**src/rtl/puf_response_collector_if.sv**
```systemverilog
// Request, arbiter and result signals of the PUF response collector.
// The master side issues requests and models the race arbiter; the slave side is the collector.
interface puf_response_collector_if #(
    parameter int RESP_BITS = 16
) ();
    logic                 start;
    logic [15:0]          seed;
    logic [15:0]          challenge;
    logic                 arb_reset;
    logic                 race_start;
    logic                 arb_done;
    logic                 arb_out;
    logic [RESP_BITS-1:0] response;
    logic                 valid;
    logic                 busy;
    logic                 timeout_err;

    modport master (
        output start, seed, arb_done, arb_out,
        input  challenge, arb_reset, race_start, response, valid, busy, timeout_err
    );

    modport slave (
        input  start, seed, arb_done, arb_out,
        output challenge, arb_reset, race_start, response, valid, busy, timeout_err
    );
endinterface

```
**src/rtl/puf_response_collector.sv**
```systemverilog
// Runs RESP_BITS arbiter races per request, stepping a 16-bit LFSR challenge between races.
// Per bit: RST_CYCLES + 1 + wait + 1 cycles; start is ignored while busy, valid is a one-cycle pulse.
module puf_response_collector #(
    parameter int RESP_BITS  = 16,
    parameter int RST_CYCLES = 4,
    parameter int TIMEOUT    = 255
) (
    input  logic                     i_clk,
    input  logic                     i_reset,
    puf_response_collector_if.slave  io_bus
);
    localparam int CW  = (RESP_BITS > 1) ? $clog2(RESP_BITS) : 1;
    localparam int RCW = $clog2(RST_CYCLES + 1);
    localparam int TW  = $clog2(TIMEOUT + 1);

    typedef enum logic [2:0] {
        S_IDLE,
        S_ARB_RST,
        S_LAUNCH,
        S_WAIT,
        S_CAPTURE,
        S_FINISH
    } state_t;

    state_t               r_state;
    logic [15:0]          r_challenge;
    logic [RESP_BITS-1:0] r_response;
    logic [CW-1:0]        r_bit_cnt;
    logic [RCW-1:0]       r_rst_cnt;
    logic [TW-1:0]        r_to_cnt;
    logic                 r_bit;
    logic                 r_arb_reset;
    logic                 r_race_start;
    logic                 r_valid;
    logic                 r_busy;
    logic                 r_timeout_err;
    logic                 r_done_meta;
    logic                 r_done_s;
    logic                 r_out_meta;
    logic                 r_out_s;

    logic                 w_lfsr_fb;
    logic [15:0]          w_lfsr_next;

    // Fibonacci LFSR, taps 16,14,13,11 (bits 15,13,12,10), shifting left.
    assign w_lfsr_fb   = r_challenge[15] ^ r_challenge[13] ^ r_challenge[12] ^ r_challenge[10];
    assign w_lfsr_next = {r_challenge[14:0], w_lfsr_fb};

    always_ff @(posedge i_clk) begin
        if (i_reset) begin
            r_state       <= S_IDLE;
            r_challenge   <= '0;
            r_response    <= '0;
            r_bit_cnt     <= '0;
            r_rst_cnt     <= '0;
            r_to_cnt      <= '0;
            r_bit         <= 1'b0;
            r_arb_reset   <= 1'b1;
            r_race_start  <= 1'b0;
            r_valid       <= 1'b0;
            r_busy        <= 1'b0;
            r_timeout_err <= 1'b0;
            r_done_meta   <= 1'b0;
            r_done_s      <= 1'b0;
            r_out_meta    <= 1'b0;
            r_out_s       <= 1'b0;
        end else begin
            r_done_meta  <= io_bus.arb_done;
            r_done_s     <= r_done_meta;
            r_out_meta   <= io_bus.arb_out;
            r_out_s      <= r_out_meta;
            r_race_start <= 1'b0;
            r_valid      <= 1'b0;

            case (r_state)
                S_IDLE: begin
                    if (io_bus.start) begin
                        // A zero seed would lock the LFSR at zero forever.
                        r_challenge   <= (io_bus.seed == 16'h0000) ? 16'h0001 : io_bus.seed;
                        r_response    <= '0;
                        r_bit_cnt     <= '0;
                        r_timeout_err <= 1'b0;
                        r_rst_cnt     <= '0;
                        r_busy        <= 1'b1;
                        r_state       <= S_ARB_RST;
                    end
                end
                S_ARB_RST: begin
                    if (r_rst_cnt == RCW'(RST_CYCLES - 1)) begin
                        r_arb_reset  <= 1'b0;
                        r_race_start <= 1'b1;
                        r_state      <= S_LAUNCH;
                    end else begin
                        r_rst_cnt <= r_rst_cnt + 1'b1;
                    end
                end
                S_LAUNCH: begin
                    r_to_cnt <= '0;
                    r_state  <= S_WAIT;
                end
                S_WAIT: begin
                    // done is checked first so it wins a tie with the final timeout cycle.
                    if (r_done_s) begin
                        r_bit   <= r_out_s;
                        r_state <= S_CAPTURE;
                    end else if (r_to_cnt == TW'(TIMEOUT - 1)) begin
                        r_bit         <= 1'b0;
                        r_timeout_err <= 1'b1;
                        r_state       <= S_CAPTURE;
                    end else begin
                        r_to_cnt <= r_to_cnt + 1'b1;
                    end
                end
                S_CAPTURE: begin
                    r_response[r_bit_cnt] <= r_bit;
                    r_challenge           <= w_lfsr_next;
                    r_arb_reset           <= 1'b1;
                    r_rst_cnt             <= '0;
                    if (r_bit_cnt == CW'(RESP_BITS - 1)) begin
                        r_valid <= 1'b1;
                        r_state <= S_FINISH;
                    end else begin
                        r_bit_cnt <= r_bit_cnt + 1'b1;
                        r_state   <= S_ARB_RST;
                    end
                end
                S_FINISH: begin
                    r_busy  <= 1'b0;
                    r_state <= S_IDLE;
                end
                default: begin
                    r_state <= S_IDLE;
                end
            endcase
        end
    end

    assign io_bus.challenge   = r_challenge;
    assign io_bus.arb_reset   = r_arb_reset;
    assign io_bus.race_start  = r_race_start;
    assign io_bus.response    = r_response;
    assign io_bus.valid       = r_valid;
    assign io_bus.busy        = r_busy;
    assign io_bus.timeout_err = r_timeout_err;
endmodule

```
**src/flat_wrapper.sv**
```systemverilog
// flat-port wrapper written by rule: the top's interface ports become plain ports
module puf_response_collector_flat 
#(
    parameter int RESP_BITS  = 16,
    parameter int RST_CYCLES = 4,
    parameter int TIMEOUT    = 255
)
  (i_clk, i_reset, io_bus_start, io_bus_seed, io_bus_arb_done, io_bus_arb_out, io_bus_challenge, io_bus_arb_reset, io_bus_race_start, io_bus_response, io_bus_valid, io_bus_busy, io_bus_timeout_err);
  puf_response_collector_if #(.RESP_BITS(RESP_BITS)) io_bus_i ();
  input  logic i_clk;
  input  logic i_reset;
  input wire logic [$bits(io_bus_i.start)-1:0] io_bus_start;
  input wire logic [$bits(io_bus_i.seed)-1:0] io_bus_seed;
  input wire logic [$bits(io_bus_i.arb_done)-1:0] io_bus_arb_done;
  input wire logic [$bits(io_bus_i.arb_out)-1:0] io_bus_arb_out;
  output wire logic [$bits(io_bus_i.challenge)-1:0] io_bus_challenge;
  output wire logic [$bits(io_bus_i.arb_reset)-1:0] io_bus_arb_reset;
  output wire logic [$bits(io_bus_i.race_start)-1:0] io_bus_race_start;
  output wire logic [$bits(io_bus_i.response)-1:0] io_bus_response;
  output wire logic [$bits(io_bus_i.valid)-1:0] io_bus_valid;
  output wire logic [$bits(io_bus_i.busy)-1:0] io_bus_busy;
  output wire logic [$bits(io_bus_i.timeout_err)-1:0] io_bus_timeout_err;
  assign io_bus_i.start = io_bus_start;
  assign io_bus_i.seed = io_bus_seed;
  assign io_bus_i.arb_done = io_bus_arb_done;
  assign io_bus_i.arb_out = io_bus_arb_out;
  assign io_bus_challenge = io_bus_i.challenge;
  assign io_bus_arb_reset = io_bus_i.arb_reset;
  assign io_bus_race_start = io_bus_i.race_start;
  assign io_bus_response = io_bus_i.response;
  assign io_bus_valid = io_bus_i.valid;
  assign io_bus_busy = io_bus_i.busy;
  assign io_bus_timeout_err = io_bus_i.timeout_err;
  puf_response_collector #(.RESP_BITS(RESP_BITS), .RST_CYCLES(RST_CYCLES), .TIMEOUT(TIMEOUT)) u_core (.i_clk(i_clk), .i_reset(i_reset), .io_bus(io_bus_i));
endmodule
```
**config.mk**
```make
export PLATFORM = sky130hd
export DESIGN_NAME = puf_response_collector_flat
export DESIGN_NICKNAME = d
export VERILOG_FILES = /design/src/rtl/puf_response_collector_if.sv /design/src/rtl/puf_response_collector.sv /design/src/flat_wrapper.sv
export SDC_FILE = /design/constraint.sdc
export NUM_CORES = 1
export LEC_CHECK = 0
export CAP_MARGIN = 20
export CORE_MARGIN = 2
export CORE_UTILIZATION = 46
export DETAILED_ROUTE_END_ITERATION = 10
export PLACE_DENSITY_LB_ADDON = 0.3
export SYNTH_ARGS = -nofsm -noshare
export SYNTH_HDL_FRONTEND = slang
export SYNTH_SLANG_ARGS = --single-unit
```
**constraint.sdc**
```tcl
create_clock -name i_clk -period 1.75 [get_ports i_clk]
set_clock_uncertainty 0.1 [all_clocks]
set_input_delay 0.35 -clock i_clk [delete_from_list [all_inputs] [get_ports i_clk]]
set_output_delay 0.35 -clock i_clk [all_outputs]
set_load 0.005 [all_outputs]
```
Fig. 1: metal 1
Bar = 20 um. Cells faint in the background.
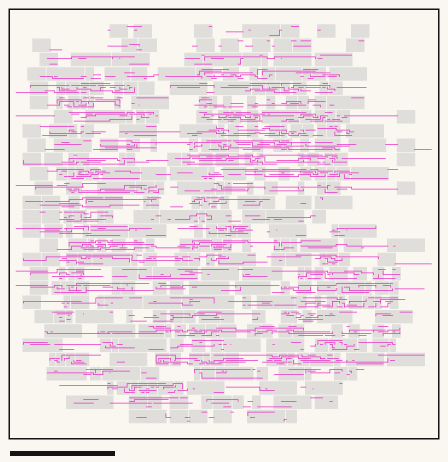
main direction: horizontal
wire length on this layer: 3030 um

==> results.txt <==
Status of the implementation.

- The total overflow left after global routing is 0.
- In the layout the commonest cells are 56 x sky130_fd_sc_hd__clkdlybuf4s50_1, 54 x sky130_fd_sc_hd__dfxtp_1, 47 x sky130_fd_sc_hd__a21oi_1.
- After synthesis the netlist holds a flip-flop and latch count of 60.
- Yosys reports the multiplexer fraction of the synthesized area as 0.0149.
- The number of setup buffers added after CTS is 0, for reference.
- The total placed cells including tap cells is 455, for reference.
- The number of levels in the clock H-tree is 3, for reference.
- Of the total power, registers draw 0.514.
- Setup violations remaining at the end of the flow were counted as 0.
- The fraction of power spent switching nets is 0.243, for reference.
- Entering global routing, the biggest net connects 26 pins.
- The count of maximum capacitance violations is 0, for reference.
- The cell area that synthesis handed to floorplanning was 2770 sq um.
- The final design utilization is 0.647, for reference.
- The prevailing post-synth register cell is sky130_fd_sc_hd__dfxtp_1, for reference.
- The number of fill cells in the layout is 486, for reference.
- Of all the cell area in the finished design, the clock network holds 0.0413.
- Buffers inserted to repair hold after CTS numbered 0.
- Per the gpl log, the routability congestion estimate is 0.869.
- Per the layout area report, the sequential fraction of cell area is 0.319.
- The adder-cell area share of the yosys netlist is 0.0362, for reference.
- The start of the worst register-to-register path is u_core.r_rst_cnt[1]$_SDFFE_PP0P_, for reference.
- Summed over all failing endpoints, the final setup total negative slack is 0 ns.
- The worst slew margin relative to its limit is 0.652, for reference.
- According to the floorplan report, the placeable core area is 5850 sq um.
- The share of final-layout standard cells stronger than drive strength 1 is 0.160, for reference.
- The number of slew-limit violations in the final report is 0, for reference.
- In this run the clock root is driven by a sky130_fd_sc_hd__clkbuf_8.
- The final critical-path setup slack is 0.00510 ns, for reference.
- Setup repair after global routing could not meet its margin everywhere.
- Power attributed to sequential cells is 1440 uW.
- The area growth from synthesis to layout is 36.8%.
- STA classifies the critical path startpoint as a register.
- The floorplan step set the die width to 81.5 um.
- The yosys stat cell total is 319, for reference.
- According to the timing report, the arrival time at the worst endpoint equals 1.91 ns.
- The flow ran to the end, and the final reports show no timing, DRC or antenna violations.
- The number of antenna violations at the first check in global routing is 0.
- The switching power is 683 uW, for reference.
- The antenna diode instance count is 0, for reference.
- Per the placement log, port buffering inserted 57 buffers.
- The post-cts gate resize count is 2, for reference.
- The count of non-CTS inverters in the layout is 9, for reference.
- The launching instance or port of the critical path is u_core.r_rst_cnt[1]$_SDFFE_PP0P_, for reference.
- The number of cells on the worst hold path is listed as 2.
- Looking at the clock tree report, the maximum root-to-sink buffer count equals 2.
- The main kind of combinational logic by area is AND-OR/OR-AND gates, for reference.
- In this run, power in the clock network comes to 1020 uW.
- The post-route cell area is 3780 sq um, for reference.
- The number of DRC violations after detailed-routing iteration 0 is 132, for reference.
- Warnings reported by Yosys during synthesis add up to 0.
- The share of total power dissipated in combinational logic is 0.121.
- The worst setup path is captured at a register.
- The proportion of cell area occupied by multi-input gates is 0.394, for reference.
- The die is 81.5 um tall.
- The startpoint of the worst hold path is i_reset, for reference.
- By area, the class that comes first in the final layout consists of logic gates.
- The total power per unit cell area is 741 nW/um^2, for reference.
- Post-route period utilization is reported as 0.997.
- The post-route DRC violation count is 0, for reference.
- The slew at the pin closest to its max-slew limit is 0.521 ns, for reference.
- Hold timing on the final database bottoms out at a slack of 0.300 ns.
- The number of nets produced by synthesis is 348, for reference.
- The number of global-route vias before repair was 2446.
- The non-clock buffer total of the final layout is 85, for reference.
- The clock group share of total power is 0.365, for reference.
- The worst slack after detailed placement is -0.218 ns, for reference.
- The number of OpenROAD warnings is 31, for reference.
- The achievable clock frequency is 573 MHz, for reference.
- The capture point of the worst register-to-register path is recorded as u_core.r_rst_cnt[0]$_SDFFE_PP0P_.
- The first-pass GRT wire length is 10.7 mm, for reference.
- The vias per cell is 5.64, for reference.
- Among logic cells in the layout, the one with the most instances is sky130_fd_sc_hd__clkdlybuf4s50_1.
- The cell-mix breakdown from Yosys lists the simple-gate area share as 0.219.
- The chip area from the yosys synthesis statistics is 2770 sq um, for reference.
- The placement stage leaves a total instance area of 3560 sq um.
Fig. 2: met2 routing
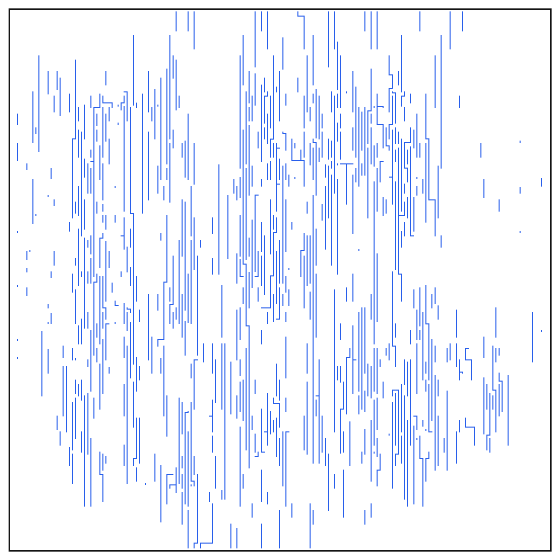
longest straight run: 40.5 um
main direction: vertical
nets with wire on the layer: 365

critical path: stages, from the launching register on:
cell and delay (ns):
sky130_fd_sc_hd__dfxtp_2 0.34, sky130_fd_sc_hd__ha_4 0.16, sky130_fd_sc_hd__ha_4 0.15, sky130_fd_sc_hd__or4b_4 0.55, sky130_fd_sc_hd__or2_0 0.25, sky130_fd_sc_hd__a21oi_1 0.12
synth_stat cells, types with 2 or more instances:
cell type	n	area (sq um)
sky130_fd_sc_hd__or3_1	8	50.1
sky130_fd_sc_hd__nand4_1	20	125
sky130_fd_sc_hd__o21ai_0	5	25.0
sky130_fd_sc_hd__mux2i_1	3	30.0
sky130_fd_sc_hd__nor2_1	13	48.8
sky130_fd_sc_hd__nand2b_1	5	31.3
sky130_fd_sc_hd__ha_1	8	100
sky130_fd_sc_hd__dfxtp_1	60	1200
sky130_fd_sc_hd__a21o_1	2	15.0
sky130_fd_sc_hd__o311ai_0	2	17.5
sky130_fd_sc_hd__clkbuf_1	14	52.6
sky130_fd_sc_hd__nor4_1	6	37.5
sky130_fd_sc_hd__nand2_1	31	116
sky130_fd_sc_hd__a31oi_1	3	18.8
sky130_fd_sc_hd__xnor2_1	3	26.3
sky130_fd_sc_hd__buf_2	8	40.0
sky130_fd_sc_hd__o211ai_1	12	90.1
sky130_fd_sc_hd__inv_1	9	33.8
sky130_fd_sc_hd__o311ai_1	2	17.5
sky130_fd_sc_hd__a21oi_1	47	235
sky130_fd_sc_hd__nand3_1	9	45.0
sky130_fd_sc_hd__a22oi_1	15	113
sky130_fd_sc_hd__nand3b_1	3	22.5
sky130_fd_sc_hd__nor2b_1	8	50.1
layer usage:
metal  up-vias  wire length [um]  GRT usage
met2        74              3140      0.341
met4         0                64     0.0932
met1      1246              3030      0.252
met5         -                 0          0
li1       1320                 -          -
met3         7               319     0.0505
Power figures rest on the tool's default switching activity, not on a simulated workload.
